$ cat src/rtl/mem_port_arbiter.sv
// mem_port_arbiter
//
// Shares one pipelined memory port between instruction fetch and the data
// (load/store) stage. The port has a fixed 2-cycle read latency. At most one
// request is granted per cycle. A 2-deep owner-tag pipe follows each read so
// that its response returns to the side that issued it.
//
// Arbitration: data normally wins a conflict. After the fetch side has been
// denied MAX_WAIT consecutive cycles, fetch wins once.
//
// Ports
//   clk, rst          clock; asynchronous active-high reset
//   clk_en            global clock enable (grants, tags and counters advance only when high)
//   i_req/i_addr      fetch read request
//   i_flush           drops in-flight fetch responses
//   i_grant/i_stall   fetch issued / fetch blocked this cycle
//   i_rvalid/i_rdata  fetch response
//   d_req/d_we/d_addr/d_wdata   data request (d_we == 0 means read)
//   d_grant/d_stall   data issued / data blocked this cycle
//   d_rvalid/d_rdata  load response
//   mem_en/mem_addr/mem_we/mem_wdata   memory request side
//   mem_rdata         memory read data, valid 2 cycles after the issuing mem_en
//   conflict_cnt, starve_cnt   performance counters (only with ARB_PERF_CNT_EN)
//
// Optional feature macro: ARB_PERF_CNT_EN
//   When defined, two 32-bit wrapping counters are added:
//     conflict_cnt - clk_en cycles where both sides request
//     starve_cnt   - clk_en cycles where fetch wins a conflict by starvation

module mem_port_arbiter #(
    parameter int MAX_WAIT = 3,
    parameter int WAIT_W   = 4
) (
    input  logic        clk,
    input  logic        rst,
    input  logic        clk_en,

    input  logic        i_req,
    input  logic [31:0] i_addr,
    input  logic        i_flush,
    output logic        i_grant,
    output logic        i_stall,
    output logic        i_rvalid,
    output logic [31:0] i_rdata,

    input  logic        d_req,
    input  logic [3:0]  d_we,
    input  logic [31:0] d_addr,
    input  logic [31:0] d_wdata,
    output logic        d_grant,
    output logic        d_stall,
    output logic        d_rvalid,
    output logic [31:0] d_rdata,

`ifdef ARB_PERF_CNT_EN
    output logic [31:0] conflict_cnt,
    output logic [31:0] starve_cnt,
`endif

    output logic        mem_en,
    output logic [31:0] mem_addr,
    output logic [3:0]  mem_we,
    output logic [31:0] mem_wdata,
    input  logic [31:0] mem_rdata
);

    localparam logic [WAIT_W-1:0] MAX_WAIT_C = WAIT_W'(MAX_WAIT);

    logic [WAIT_W-1:0] wait_cnt_q, wait_cnt_d;
    logic              tag1_vld_q, tag1_vld_d;
    logic              tag1_own_q, tag1_own_d;   // 0 = fetch, 1 = data
    logic              tag2_vld_q, tag2_vld_d;
    logic              tag2_own_q, tag2_own_d;

    logic              fetch_win;
    logic              starve_win;

`ifdef ARB_PERF_CNT_EN
    logic [31:0]       conflict_cnt_q, conflict_cnt_d;
    logic [31:0]       starve_cnt_q, starve_cnt_d;
`endif

    // ------------------------------------------------------------------
    // State register
    // ------------------------------------------------------------------
    always_ff @(posedge clk or posedge rst) begin
        if (rst) begin
            wait_cnt_q <= '0;
            tag1_vld_q <= 1'b0;
            tag1_own_q <= 1'b0;
            tag2_vld_q <= 1'b0;
            tag2_own_q <= 1'b0;
        end else begin
            wait_cnt_q <= wait_cnt_d;
            tag1_vld_q <= tag1_vld_d;
            tag1_own_q <= tag1_own_d;
            tag2_vld_q <= tag2_vld_d;
            tag2_own_q <= tag2_own_d;
        end
    end

`ifdef ARB_PERF_CNT_EN
    always_ff @(posedge clk or posedge rst) begin
        if (rst) begin
            conflict_cnt_q <= '0;
            starve_cnt_q   <= '0;
        end else begin
            conflict_cnt_q <= conflict_cnt_d;
            starve_cnt_q   <= starve_cnt_d;
        end
    end
`endif

    // ------------------------------------------------------------------
    // Next-state logic
    // ------------------------------------------------------------------
    always_comb begin
        wait_cnt_d = wait_cnt_q;
        tag1_vld_d = tag1_vld_q;
        tag1_own_d = tag1_own_q;
        tag2_vld_d = tag2_vld_q;
        tag2_own_d = tag2_own_q;

        if (clk_en) begin
            if (!i_req || i_grant) begin
                wait_cnt_d = '0;
            end else if (wait_cnt_q != MAX_WAIT_C) begin
                wait_cnt_d = wait_cnt_q + 1'b1;
            end

            // Writes occupy the port but produce no response. A fetch issued
            // in the same cycle as a flush is dropped immediately.
            tag1_vld_d = (i_grant && !i_flush) || (d_grant && (d_we == 4'h0));
            tag1_own_d = d_grant;

            // Fetch entry leaving tag1 during a flush is killed; the entry
            // currently in tag2 is masked at the output instead.
            tag2_vld_d = tag1_vld_q && !(i_flush && !tag1_own_q);
            tag2_own_d = tag1_own_q;
        end
    end

`ifdef ARB_PERF_CNT_EN
    always_comb begin
        conflict_cnt_d = conflict_cnt_q;
        starve_cnt_d   = starve_cnt_q;
        if (clk_en && i_req && d_req) begin
            conflict_cnt_d = conflict_cnt_q + 32'd1;
        end
        if (clk_en && starve_win) begin
            starve_cnt_d = starve_cnt_q + 32'd1;
        end
    end

    assign conflict_cnt = conflict_cnt_q;
    assign starve_cnt   = starve_cnt_q;
`endif

    // ------------------------------------------------------------------
    // Output logic: arbitration, port mux, response routing
    // ------------------------------------------------------------------
    always_comb begin
        starve_win = i_req && d_req && (wait_cnt_q == MAX_WAIT_C);
        fetch_win  = i_req && (!d_req || starve_win);

        i_grant = clk_en && fetch_win;
        d_grant = clk_en && d_req && !fetch_win;
        i_stall = i_req && !i_grant;
        d_stall = d_req && !d_grant;
        mem_en  = i_grant || d_grant;

        mem_addr  = 32'h0;
        mem_we    = 4'h0;
        mem_wdata = 32'h0;
        if (i_grant) begin
            mem_addr = i_addr;
        end else if (d_grant) begin
            mem_addr  = d_addr;
            mem_we    = d_we;
            mem_wdata = d_wdata;
        end

        i_rvalid = tag2_vld_q && !tag2_own_q && !i_flush;
        d_rvalid = tag2_vld_q && tag2_own_q;
        i_rdata  = mem_rdata;
        d_rdata  = mem_rdata;
    end

endmodule

$ cat config.mk
export PLATFORM = sky130hd
export DESIGN_NAME = mem_port_arbiter
export DESIGN_NICKNAME = d
export VERILOG_FILES = /design/src/rtl/mem_port_arbiter.sv
export SDC_FILE = /design/constraint.sdc
export NUM_CORES = 1
export LEC_CHECK = 0
export CORE_AREA = 2 2 109 111
export CTS_CLUSTER_SIZE = 20
export DETAILED_ROUTE_END_ITERATION = 6
export DIE_AREA = 0 0 111 113
export GPL_ROUTABILITY_DRIVEN = 1
export GPL_TIMING_DRIVEN = 0
export MAX_ROUTING_LAYER = met4
export REMOVE_ABC_BUFFERS = 1
export SLEW_MARGIN = 25
export SYNTH_ARGS = -nofsm -noshare
export SYNTH_HDL_FRONTEND = slang
export SYNTH_SLANG_ARGS = --single-unit
$ cat constraint.sdc
create_clock -name clk -period 2.7 [get_ports clk]
set_input_delay 0.54 -clock clk [delete_from_list [all_inputs] [get_ports clk]]
set_output_delay 0.54 -clock clk [all_outputs]
set_load 0.01 [all_outputs]
==> images/wires.png <==
Bar = 20 um.
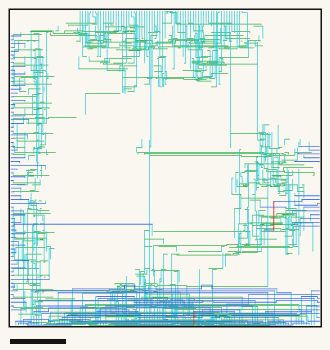
[blue] metal 3 | wire length: 1660 um
[red] metal 4 | wire length: 15.0 um
[green] metal 1 | wire length: 3640 um
[cyan] metal 2 | wire length: 3510 um
final WL: 8.83 mm
routed len/inst: 19.6 um
via count: 1844
Total GRT Usage: 13.2%

==> images/layer_met3.png <==
Bar = 20 um.
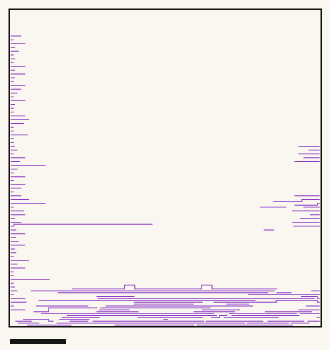
share of all routed wire: 19%
wire length on this layer: 1660 um
met3 usage: 11.5%

==> images/congestion.png <==
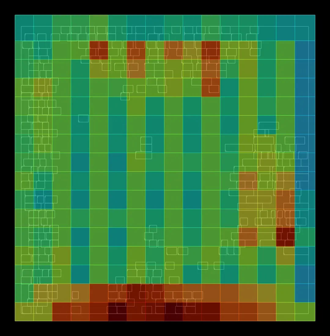
Final Util: 28.2%
routing usage on met1: 15.7%
grt peak-use layer: met2
met2 Use GR: 17.5%

==> flow_metrics.py <==
# Synthesis and PnR figures
metrics = {
    "worst_setup_path": {
        "cp_num_buf_inv": 3,
        "r2r_cells": 7,
        "critical_path_class": "reg2out",
        "critical-path-top-delay-family": "buffers and inverters",
        "r2r_end": "tag1_vld_q$_DFFE_PP0P_",
        "slowest_stage": "or3b_4",
        "startpoint_type": "flip-flop",
    },
    "job": {
        "maxCapViolCount": 0,
    },
    "power_and_ir_drop": {
        "swShare_pct": 25.1,
        "power.share.combinational_pct": 50.1,
    },
    "synth": {
        "ys_warn_count": 0,
        "synth-seq-area-share_pct": 13.1,
        "ys_cells": 188,
    },
    "place": {
        "gp_routability_congestion": 0.780,
        "dp_cells": 438,
    },
    "detailed_routing": {
        "drcViolationCount": 0,
        "met2_length_mm": 3.51,
        "viasPerCell": 4.09,
    },
    "cts": {
        "hold_buffers": 0,
        "cts_buffers": 3,
        "clock_sinks": 8,
        "insertion_delay_ns": 0.23,
    },
    "final_timing": {
        "setup_violations": 0,
        "rsz0062_at_grt": "false",
        "tightestPinTransition_ns": 0.368,
        "finalClockPeriodUsage_pct": 96.6,
    },
    "die": {
        "die_h_um": 113,
    },
    "run_status": {
        "outcome": "finished, final reports clean",
    },
    "min_path": {
        "min_to": "tag1_own_q$_DFFE_PP0P_",
    },
    "finish": {
        "final_cells": 451,
    },
}
[worst max path at each step]
stage	start	endpoint	slack [ns]
after floorplan	wait_cnt_q[0]$_DFFE_PP0P_	mem_addr[22]	-0.24
after global placement	clk_en	mem_addr[23]	-2.00
after detailed placement	clk_en	mem_addr[23]	-0.78
after CTS	wait_cnt_q[0]$_DFFE_PP0P_	mem_wdata[6]	0.0005
after global routing	wait_cnt_q[0]$_DFFE_PP0P_	mem_addr[13]	0.002
final	wait_cnt_q[0]$_DFFE_PP0P_	mem_addr[10]	0.09
[placed cells by master (no fill, tap or decap)]
master,Yosys,layout
clkbuf_2,0,1
nor2b_1,3,3
and2b_2,1,1
buf_12,0,2
mux2_2,2,2
dlygate4sd2_1,0,56
clkdlybuf4s50_1,0,108
nor3_1,1,1
o2bb2ai_1,1,1
nand2_1,3,2
and3_1,1,1
clkdlybuf4s15_1,0,3
buf_6,3,3
inv_1,4,4
clkbuf_16,0,3
nand2_2,0,1
a22o_1,25,25
a221o_2,1,1
a21o_1,1,1
or3b_4,1,1
and2_1,37,37
dfrtp_1,8,8
o211ai_1,1,1
nand4b_1,1,1
or4_1,1,1
dlymetal6s2s_1,0,10
nor3b_2,0,1
a22o_2,9,9
buf_16,0,2
clkdlybuf4s15_2,0,2
nor3b_1,2,1
nor2_1,3,3
ha_2,0,1
buf_4,64,4
o21ai_0,3,3
a21oi_4,1,3
a21oi_1,1,1
[power groups by stage]
stage	logic [mW]	clock network, mW	registers, mW
2_1_floorplan	0.110	0	0.133
6_report	0.383	0.248	0.133
5_1_grt	0.410	0.258	0.134
3_5_place_dp	0.401	0	0.134
3_3_place_gp	0.388	0	0.134
4_1_cts	0.388	0.253	0.133
[state kept, by name, indices dropped and copies added, names as in the netlist]
name and flops:
tag1_vld_q 1, wait_cnt_q 4, tag2_vld_q 1, tag2_own_q 1
tag1_own_q 1
[per-stage QoR]
stage	total power, mW	area (sq um)	util (%)	hold WS, ns
2_1_floorplan	0.243	975	-	0.356
3_3_place_gp	0.522	2960	26.2	0.489
3_5_place_dp	0.535	3020	26.8	0.506
4_1_cts	0.774	3150	27.9	0.514
5_1_grt	0.802	3180	28.2	0.543
6_report	0.764	3180	28.2	0.521
[timing repair]
action,CTS,global route
pin swaps,1,1
buffers inserted,9,0
cloned,1,0
endpoints found under the setup margin,71,15
gates resized,73,15
[final cells by class]
cell class	instances	area, sq um
clock buffer	3	75.1
fill	1238	8100
inverter	4	15.0
multi-input combinational	102	793
sequential	8	200
tap	143	179
timing repair buffer	191	1910
[cells by family after synthesis]
kind of cell / after synthesis / synth area share, %
AND-OR/OR-AND: 44 / 25.5
adder cells (fa/ha/maj): 1 / 0.820
buffers and inverters: 79 / 37.1
flip-flops: 8 / 13.1
multiplexers: 2 / 1.48
AND/OR/NAND/NOR: 54 / 22.0
[per-layer routing]
| layer | track usage (%) | up-vias |
|---|---|---|
| met4 | 1.00 | 0 |
| met3 | 11.5 | 4 |
| met2 | 17.5 | 186 |
| li1 | - | 823 |
| met1 | 15.7 | 831 |
| met5 | - | - |
Power and IR drop assume default switching activity.
